==> images/metal_stack.png <==
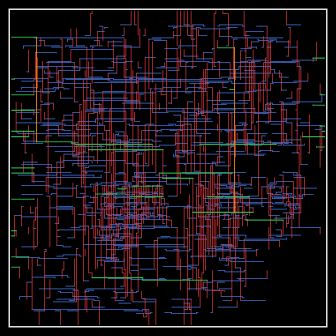
==> images/final_congestion.png <==
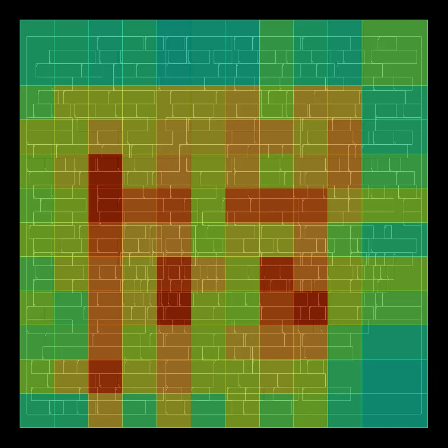
**src/rtl/seg7_scan_reader_if.sv**
```systemverilog
// Frame delivery bus for seg7_scan_reader: decoded digits plus a valid/ready handshake.
// The master (the reader) drives the frame; the slave (the consumer) drives READY.
interface seg7_scan_reader_if #(
  parameter int NDIG = 4
);
  logic [4*NDIG-1:0] VALUE;
  logic [NDIG-1:0]   DOTS;
  logic [NDIG-1:0]   ERR;
  logic              VALID;
  logic              READY;
  logic              OVR;

  modport master (
    output VALUE,
    output DOTS,
    output ERR,
    output VALID,
    output OVR,
    input  READY
  );

  modport slave (
    input  VALUE,
    input  DOTS,
    input  ERR,
    input  VALID,
    input  OVR,
    output READY
  );
endinterface

```
**src/rtl/seg7_scan_reader.sv**
```systemverilog
// Samples a multiplexed active-low 7-segment bus, decodes each digit, and delivers whole frames.
// Optional macro SEG7_SCAN_TIMEOUT_EN discards partial frames after TIMEOUT idle cycles.
//
// state | meaning
// SCAN  | collecting digits, VALID low
// HOLD  | frame presented, VALID high, outputs frozen until READY
module seg7_scan_reader #(
  parameter int NDIG       = 4,
  parameter int STABLE_CYC = 4,
  parameter int TIMEOUT    = 65535
) (
  input  logic                 CLK,
  input  logic                 nRST,
  input  logic [7:0]           nSEG,
  input  logic [NDIG-1:0]      nDIG,
  seg7_scan_reader_if.master   frame
);

  localparam int CW = $clog2(STABLE_CYC + 1);
  localparam logic [CW-1:0] STABLE_V = CW'(STABLE_CYC);

  typedef enum logic [0:0] {
    SCAN = 1'b0,
    HOLD = 1'b1
  } state_t;

  state_t state, state_n;

  logic [7:0]      seg_s1, seg_s2, seg_p;
  logic [NDIG-1:0] dig_s1, dig_s2, dig_p;
  logic [CW-1:0]   cnt, cnt_n;
  logic            done, done_n;
  logic            legal, same, fire;
  logic [NDIG-1:0] low, fire_mask;
  logic [4:0]      dec;

  logic [NDIG-1:0]       got, got_n;
  logic [NDIG-1:0][3:0]  slot_val;
  logic [NDIG-1:0]       slot_dot, slot_err;
  logic [4*NDIG-1:0]     value_q;
  logic [NDIG-1:0]       dots_q, err_q;
  logic                  ovr_q;
  logic                  complete, load, ovr_set, tmo_hit;

  // Returns {err, nibble}; unknown patterns decode to nibble 0 with err set.
  function automatic logic [4:0] decode(input logic [6:0] p);
    logic [4:0] r;
    case (p)
      7'h40:   r = 5'h00;
      7'h79:   r = 5'h01;
      7'h24:   r = 5'h02;
      7'h30:   r = 5'h03;
      7'h19:   r = 5'h04;
      7'h12:   r = 5'h05;
      7'h02:   r = 5'h06;
      7'h58:   r = 5'h07;
      7'h78:   r = 5'h07;
      7'h00:   r = 5'h08;
      7'h10:   r = 5'h09;
      7'h08:   r = 5'h0A;
      7'h03:   r = 5'h0B;
      7'h46:   r = 5'h0C;
      7'h21:   r = 5'h0D;
      7'h06:   r = 5'h0E;
      7'h0E:   r = 5'h0F;
      default: r = 5'h10;
    endcase
    return r;
  endfunction

  always_ff @(posedge CLK or negedge nRST) begin
    if (!nRST) begin
      seg_s1 <= '1;
      seg_s2 <= '1;
      seg_p  <= '1;
      dig_s1 <= '1;
      dig_s2 <= '1;
      dig_p  <= '1;
    end else begin
      seg_s1 <= nSEG;
      seg_s2 <= seg_s1;
      seg_p  <= seg_s2;
      dig_s1 <= nDIG;
      dig_s2 <= dig_s1;
      dig_p  <= dig_s2;
    end
  end

  // Stability tracking: done blocks a second capture of an unchanged pattern.
  always_comb begin
    low   = ~dig_s2;
    legal = (low != '0) && ((low & (low - NDIG'(1))) == '0);
    same  = (seg_s2 == seg_p) && (dig_s2 == dig_p);
    cnt_n = cnt;
    if (!legal) begin
      cnt_n = '0;
    end else if (!same) begin
      cnt_n = CW'(1);
    end else if (cnt != STABLE_V) begin
      cnt_n = cnt + CW'(1);
    end
    fire      = legal && (cnt_n == STABLE_V) && !(same && done);
    done_n    = fire || (legal && same && done);
    fire_mask = fire ? low : '0;
    dec       = decode(seg_s2[6:0]);
  end

`ifdef SEG7_SCAN_TIMEOUT_EN
  localparam int TW = $clog2(TIMEOUT + 1);
  logic [TW-1:0] tmo_cnt;

  assign tmo_hit = (got != '0) && !fire && (tmo_cnt == TW'(TIMEOUT - 1));

  always_ff @(posedge CLK or negedge nRST) begin
    if (!nRST) begin
      tmo_cnt <= '0;
    end else if (fire || (got == '0) || tmo_hit) begin
      tmo_cnt <= '0;
    end else begin
      tmo_cnt <= tmo_cnt + TW'(1);
    end
  end
`else
  logic unused_timeout;
  assign unused_timeout = |TIMEOUT;
  assign tmo_hit = 1'b0;
`endif

  always_ff @(posedge CLK or negedge nRST) begin
    if (!nRST) begin
      state <= SCAN;
    end else begin
      state <= state_n;
    end
  end

  always_comb begin
    state_n  = state;
    load     = 1'b0;
    ovr_set  = 1'b0;
    complete = &got;
    case (state)
      SCAN: begin
        if (complete) begin
          load    = 1'b1;
          state_n = HOLD;
        end
      end
      HOLD: begin
        if (complete) begin
          if (frame.READY) begin
            load = 1'b1;
          end else begin
            ovr_set = 1'b1;
          end
        end else if (frame.READY) begin
          state_n = SCAN;
        end
      end
      default: state_n = SCAN;
    endcase
    // A capture landing in the completion cycle starts the next frame.
    if (complete || tmo_hit) begin
      got_n = fire_mask;
    end else begin
      got_n = got | fire_mask;
    end
  end

  always_ff @(posedge CLK or negedge nRST) begin
    if (!nRST) begin
      cnt      <= '0;
      done     <= 1'b0;
      got      <= '0;
      slot_val <= '0;
      slot_dot <= '0;
      slot_err <= '0;
      value_q  <= '0;
      dots_q   <= '0;
      err_q    <= '0;
      ovr_q    <= 1'b0;
    end else begin
      cnt  <= cnt_n;
      done <= done_n;
      got  <= got_n;
      for (int i = 0; i < NDIG; i++) begin
        if (fire_mask[i]) begin
          slot_val[i] <= dec[3:0];
          slot_err[i] <= dec[4];
          slot_dot[i] <= ~seg_s2[7];
        end
      end
      if (load) begin
        for (int i = 0; i < NDIG; i++) begin
          value_q[4*i +: 4] <= slot_val[i];
        end
        dots_q <= slot_dot;
        err_q  <= slot_err;
      end
      if (ovr_set) begin
        ovr_q <= 1'b1;
      end
    end
  end

  assign frame.VALUE = value_q;
  assign frame.DOTS  = dots_q;
  assign frame.ERR   = err_q;
  assign frame.VALID = (state == HOLD);
  assign frame.OVR   = ovr_q;

endmodule

```
**src/flat_wrapper.sv**
```systemverilog
// flat-port wrapper written by rule: the top's interface ports become plain ports
module seg7_scan_reader_flat 
#(
  parameter int NDIG       = 4,
  parameter int STABLE_CYC = 4,
  parameter int TIMEOUT    = 65535
)
  (CLK, nRST, nSEG, nDIG, frame_VALUE, frame_DOTS, frame_ERR, frame_VALID, frame_OVR, frame_READY);
  seg7_scan_reader_if #(.NDIG(NDIG)) frame_i ();
  input  logic CLK;
  input  logic nRST;
  input  logic [7:0] nSEG;
  input  logic [NDIG-1:0] nDIG;
  output wire logic [$bits(frame_i.VALUE)-1:0] frame_VALUE;
  output wire logic [$bits(frame_i.DOTS)-1:0] frame_DOTS;
  output wire logic [$bits(frame_i.ERR)-1:0] frame_ERR;
  output wire logic [$bits(frame_i.VALID)-1:0] frame_VALID;
  output wire logic [$bits(frame_i.OVR)-1:0] frame_OVR;
  input wire logic [$bits(frame_i.READY)-1:0] frame_READY;
  assign frame_VALUE = frame_i.VALUE;
  assign frame_DOTS = frame_i.DOTS;
  assign frame_ERR = frame_i.ERR;
  assign frame_VALID = frame_i.VALID;
  assign frame_OVR = frame_i.OVR;
  assign frame_i.READY = frame_READY;
  seg7_scan_reader #(.NDIG(NDIG), .STABLE_CYC(STABLE_CYC), .TIMEOUT(TIMEOUT)) u_core (.CLK(CLK), .nRST(nRST), .nSEG(nSEG), .nDIG(nDIG), .frame(frame_i));
endmodule
```
**config.mk**
```make
export PLATFORM = sky130hd
export DESIGN_NAME = seg7_scan_reader_flat
export DESIGN_NICKNAME = d
export VERILOG_FILES = /design/src/rtl/seg7_scan_reader_if.sv /design/src/rtl/seg7_scan_reader.sv /design/src/flat_wrapper.sv
export SDC_FILE = /design/constraint.sdc
export NUM_CORES = 1
export LEC_CHECK = 0
export CAP_MARGIN = 20
export CORE_UTILIZATION = 60
export DETAILED_ROUTE_END_ITERATION = 10
export GPL_TIMING_DRIVEN = 1
export PLACE_DENSITY = 0.84
export SLEW_MARGIN = 20
export SYNTH_ARGS = -nofsm -noshare
export SYNTH_HDL_FRONTEND = slang
export SYNTH_SLANG_ARGS = --single-unit
```
**constraint.sdc**
```tcl
create_clock -name CLK -period 3.6 [get_ports CLK]
set_clock_uncertainty 0.2 [all_clocks]
set_input_delay 0.72 -clock CLK [delete_from_list [all_inputs] [get_ports CLK]]
set_output_delay 0.72 -clock CLK [all_outputs]
set_load 0.01 [all_outputs]
```
==> GITHUB_STEP_SUMMARY <==
## PnR job results

| Metric | Value |
|---|---|
| Status | `complete, no violations` |
| Most frequent cell on the critical path | `nor4_4` |
| Clk latency late pin | `around 0.37 ns` |
| CTS root buffer | `clkbuf_8` |
| Met2 Wirelength | `roughly 3100 um` |
| Die area | `6760 um^2` |
| Largest cells by area after synthesis | `dfrtp_1 38%, dfstp_2 24%, mux2_2 10%` |
| Launching element type of the critical path | `flop` |
| Arrival time worst endpoint | `between 2 and 3 ns` |
| Starting density of the core | `0.637` |
| Sw Share | `0.237` |
| Count of cell types in the netlist | `roughly 51` |
| Required time of the critical path | `3.65 ns` |
| Number of setup violations in the final report | `0` |
| Worst path bufs/invs | `0` |
| Period minus WS final | `between 2 and 3 ns` |
| Destination of the critical timing path | `u_core.slot_val[3]` |
| Via density per instance | `5.58` |
| Main flop type after synthesis | `dfrtp_1` |
| Count of TritonRoute iterations in the first routing pass | `4` |
| Clock tree from TritonCTS | `yes` |
| Place WS | `0.875 ns` |
| Fin Setup TNS | `0 ns` |
| Number of global-route vias before repair | `2130` |
| Sequential area share after synthesis | `0.621` |
| Comb power | `87.0 uW` |
| Cell row count | `28` |
| Worst hold endpoint | `u_core.seg_s2[0]` |
| P&R area growth vs syn | `16.7%` |
| Kind of capture point of the worst setup path | `flop` |
| DRC viols | `0` |
| Pins over their slew limit | `0` |
| Critical path, cell by cell | `xor2_1, nor4_4, o2111ai_4, nor4_4, mux2_4` |
| Met3 routed WL | `~270 um` |
| Maximum clock path buffer count | `2` |
| Count leader, synth | `dfrtp_1` |
| Design area | `4510 um^2` |
| Hold Crit Depth | `0` |
| Final hold violation count | `0` |
| Highest-count cells in the layout ignoring fill and taps | `58 x dfrtp_1, 39 x clkdlybuf4s50_1, 36 x mux2_2, 36 x dfstp_2, 12 x xor2_1` |
| Cell count listed in synth_stat.txt | `between 200 and 300` |
| Die y size | `around 82 um` |
| Commonest Layout Cell | `dfrtp_1` |
| Gate count of the mapped netlist | `around 260` |
| IO Port Bufs | `around 40` |
| Number of max-capacitance violations reported | `0` |
| FF-to-FF setup slack | `approximately 0.84 ns` |
| Number of warnings the tools reported | `27` |
| Instance area at placement | `roughly 4300 um^2` |
| Hold WS | `0.159 ns` |
| Number of nets in the synthesized netlist | `approximately 280` |
| Logic depth of the worst path, buffers included | `5` |
| Highest ir drop seen on vdd | `around 0.00031 V` |
| Clock network power | `about 700 uW` |
| Critical path type | `reg -> reg` |
| Slew at the pin with the worst max-slew slack | `around 0.93 ns` |
| Cell internal power dissipation | `around 1.5 mW` |
| Hold path startpoint | `u_core.seg_s1[0]` |
| Peak Freq | `363 MHz` |
| Power group with the highest consumption | `registers` |
| Power, Total | `between 1.5 and 2 mW` |
| Post-Synthesis Cell Area | `3860 um^2` |
| First-iteration detailed-routing DRC count | `between 100 and 150` |
| H-tree depth | `3` |
| Seq pwr share | `0.589` |
| Sink count of the clock tree | `approximately 94` |
| Reported net switching power | `about 450 uW` |
| Global-route wire length before repair | `10600 um` |
| Post-synth tally of flip-flops with integrated enable | `0` |
| Reg clk slew, reported paths | `around 0.09 ns` |
| Aggregate global routing overflow | `0` |
| Cell accounting for the most synthesized area | `dfrtp_1` |
| Placeable core region | `a little over 6000 um^2` |
| Horizontal die dimension | `~82 um` |
| Highest routing layer actually used | `met4` |
| Source of the worst register-to-register timing path | `u_core.seg_s2[1]` |
| Number of buffers created by CTS | `9` |
| Post-DP HPWL | `approximately 4200 um` |
| ANT nets after route | `0` |
| Post-Place Cells | `between 300 and 400` |
| Flip-flop and latch count after synthesis | `about 94` |
| Power density over the cells | `423 nW/um^2` |
| Delay of the slowest cell on the worst path | `0.70 ns` |
| Detailed-routing wirelength on met1 | `roughly 2800 um` |
| Power in sequential cells | `1.12 mW` |
| Routability congestion estimate from global placement | `0.865` |
| Setup repair after global routing missed its margin | `false` |
| Post-route insts no fill | `~380` |
| Cell depth of the worst flop-to-flop path | `5` |
| Share of flip-flops with an asynchronous set or reset | `1.00` |
| Number of filler instances in the final layout | `approximately 390` |
| Min-delay worst type | `reg -> reg` |
| CTS Hold Buffers Added | `0` |
| Chip area from the yosys synthesis statistics | `between 3000 and 4000 um^2` |
| Count of cells resized by post-cts repair | `0` |
| Antenna violations before repair | `0` |
| # Post-CTS Setup Buffers | `0` |
| Clock network fraction of design power | `0.365` |
| Most used standard cells in the synthesized netlist | `58 x dfrtp_1, 36 x dfstp_2, 36 x mux2_2, 12 x xor2_1` |
| Number of inserted diodes | `0` |
| Combinational group share of total power | `0.046` |
| Critical R2R Capture | `u_core.slot_val[3]` |
| Origin of the worst setup path | `u_core.seg_s2[1]` |
| Average size of a mapped cell | `14.9 um^2` |
| Share of layout cells above drive strength 1 | `0.361` |
## Picture notes: metal_stack.png
Orange is met4, wire length 70.0 um. Red is met2, wire length 3140 um. Green is met3, wire length 265 um. Blue is met1, wire length 2810 um.
vias after detailed routing: 2120
routed length per instance: 16.5 um
aggregate routed wire length: 6280 um

## Picture notes: final_congestion.png
met1 global-route usage: 0.296
total global-route track usage: 0.223
met2 routing resource usage after global routing: 0.339
share of the core filled with cells: 0.743
most crowded layer after global routing: met2

==> routing by layer <==
layer  up-vias  GRT usage
li1        994          -
met1      1072      0.296
met2        49      0.339
met3         5     0.0681
met4         0     0.0965
met5         -          0
==> cell families after synthesis <==
group / synth area share
multiplexers: 0.149
adder cells (fa/ha/maj): 0.00648
AND/OR/NAND/NOR: 0.109
buffers and inverters: 0.0256
flip-flops: 0.621
AND-OR/OR-AND: 0.0518
XOR/XNOR: 0.0379
==> layout make-up <==
cell class | instances | area (um^2) | area share
clock buffers | 12 | 166 | 0.0369
clock inverters | 4 | 36.3 | 0.00805
inverters | 8 | 30.0 | 0.00666
multi-input cells | 145 | 1370 | 0.304
flip-flops and latches | 94 | 2400 | 0.532
well taps | 75 | 93.8 | 0.0208
repair buffers | 42 | 413 | 0.0916
No activity file was given, so power comes from the tool's default toggle rates.
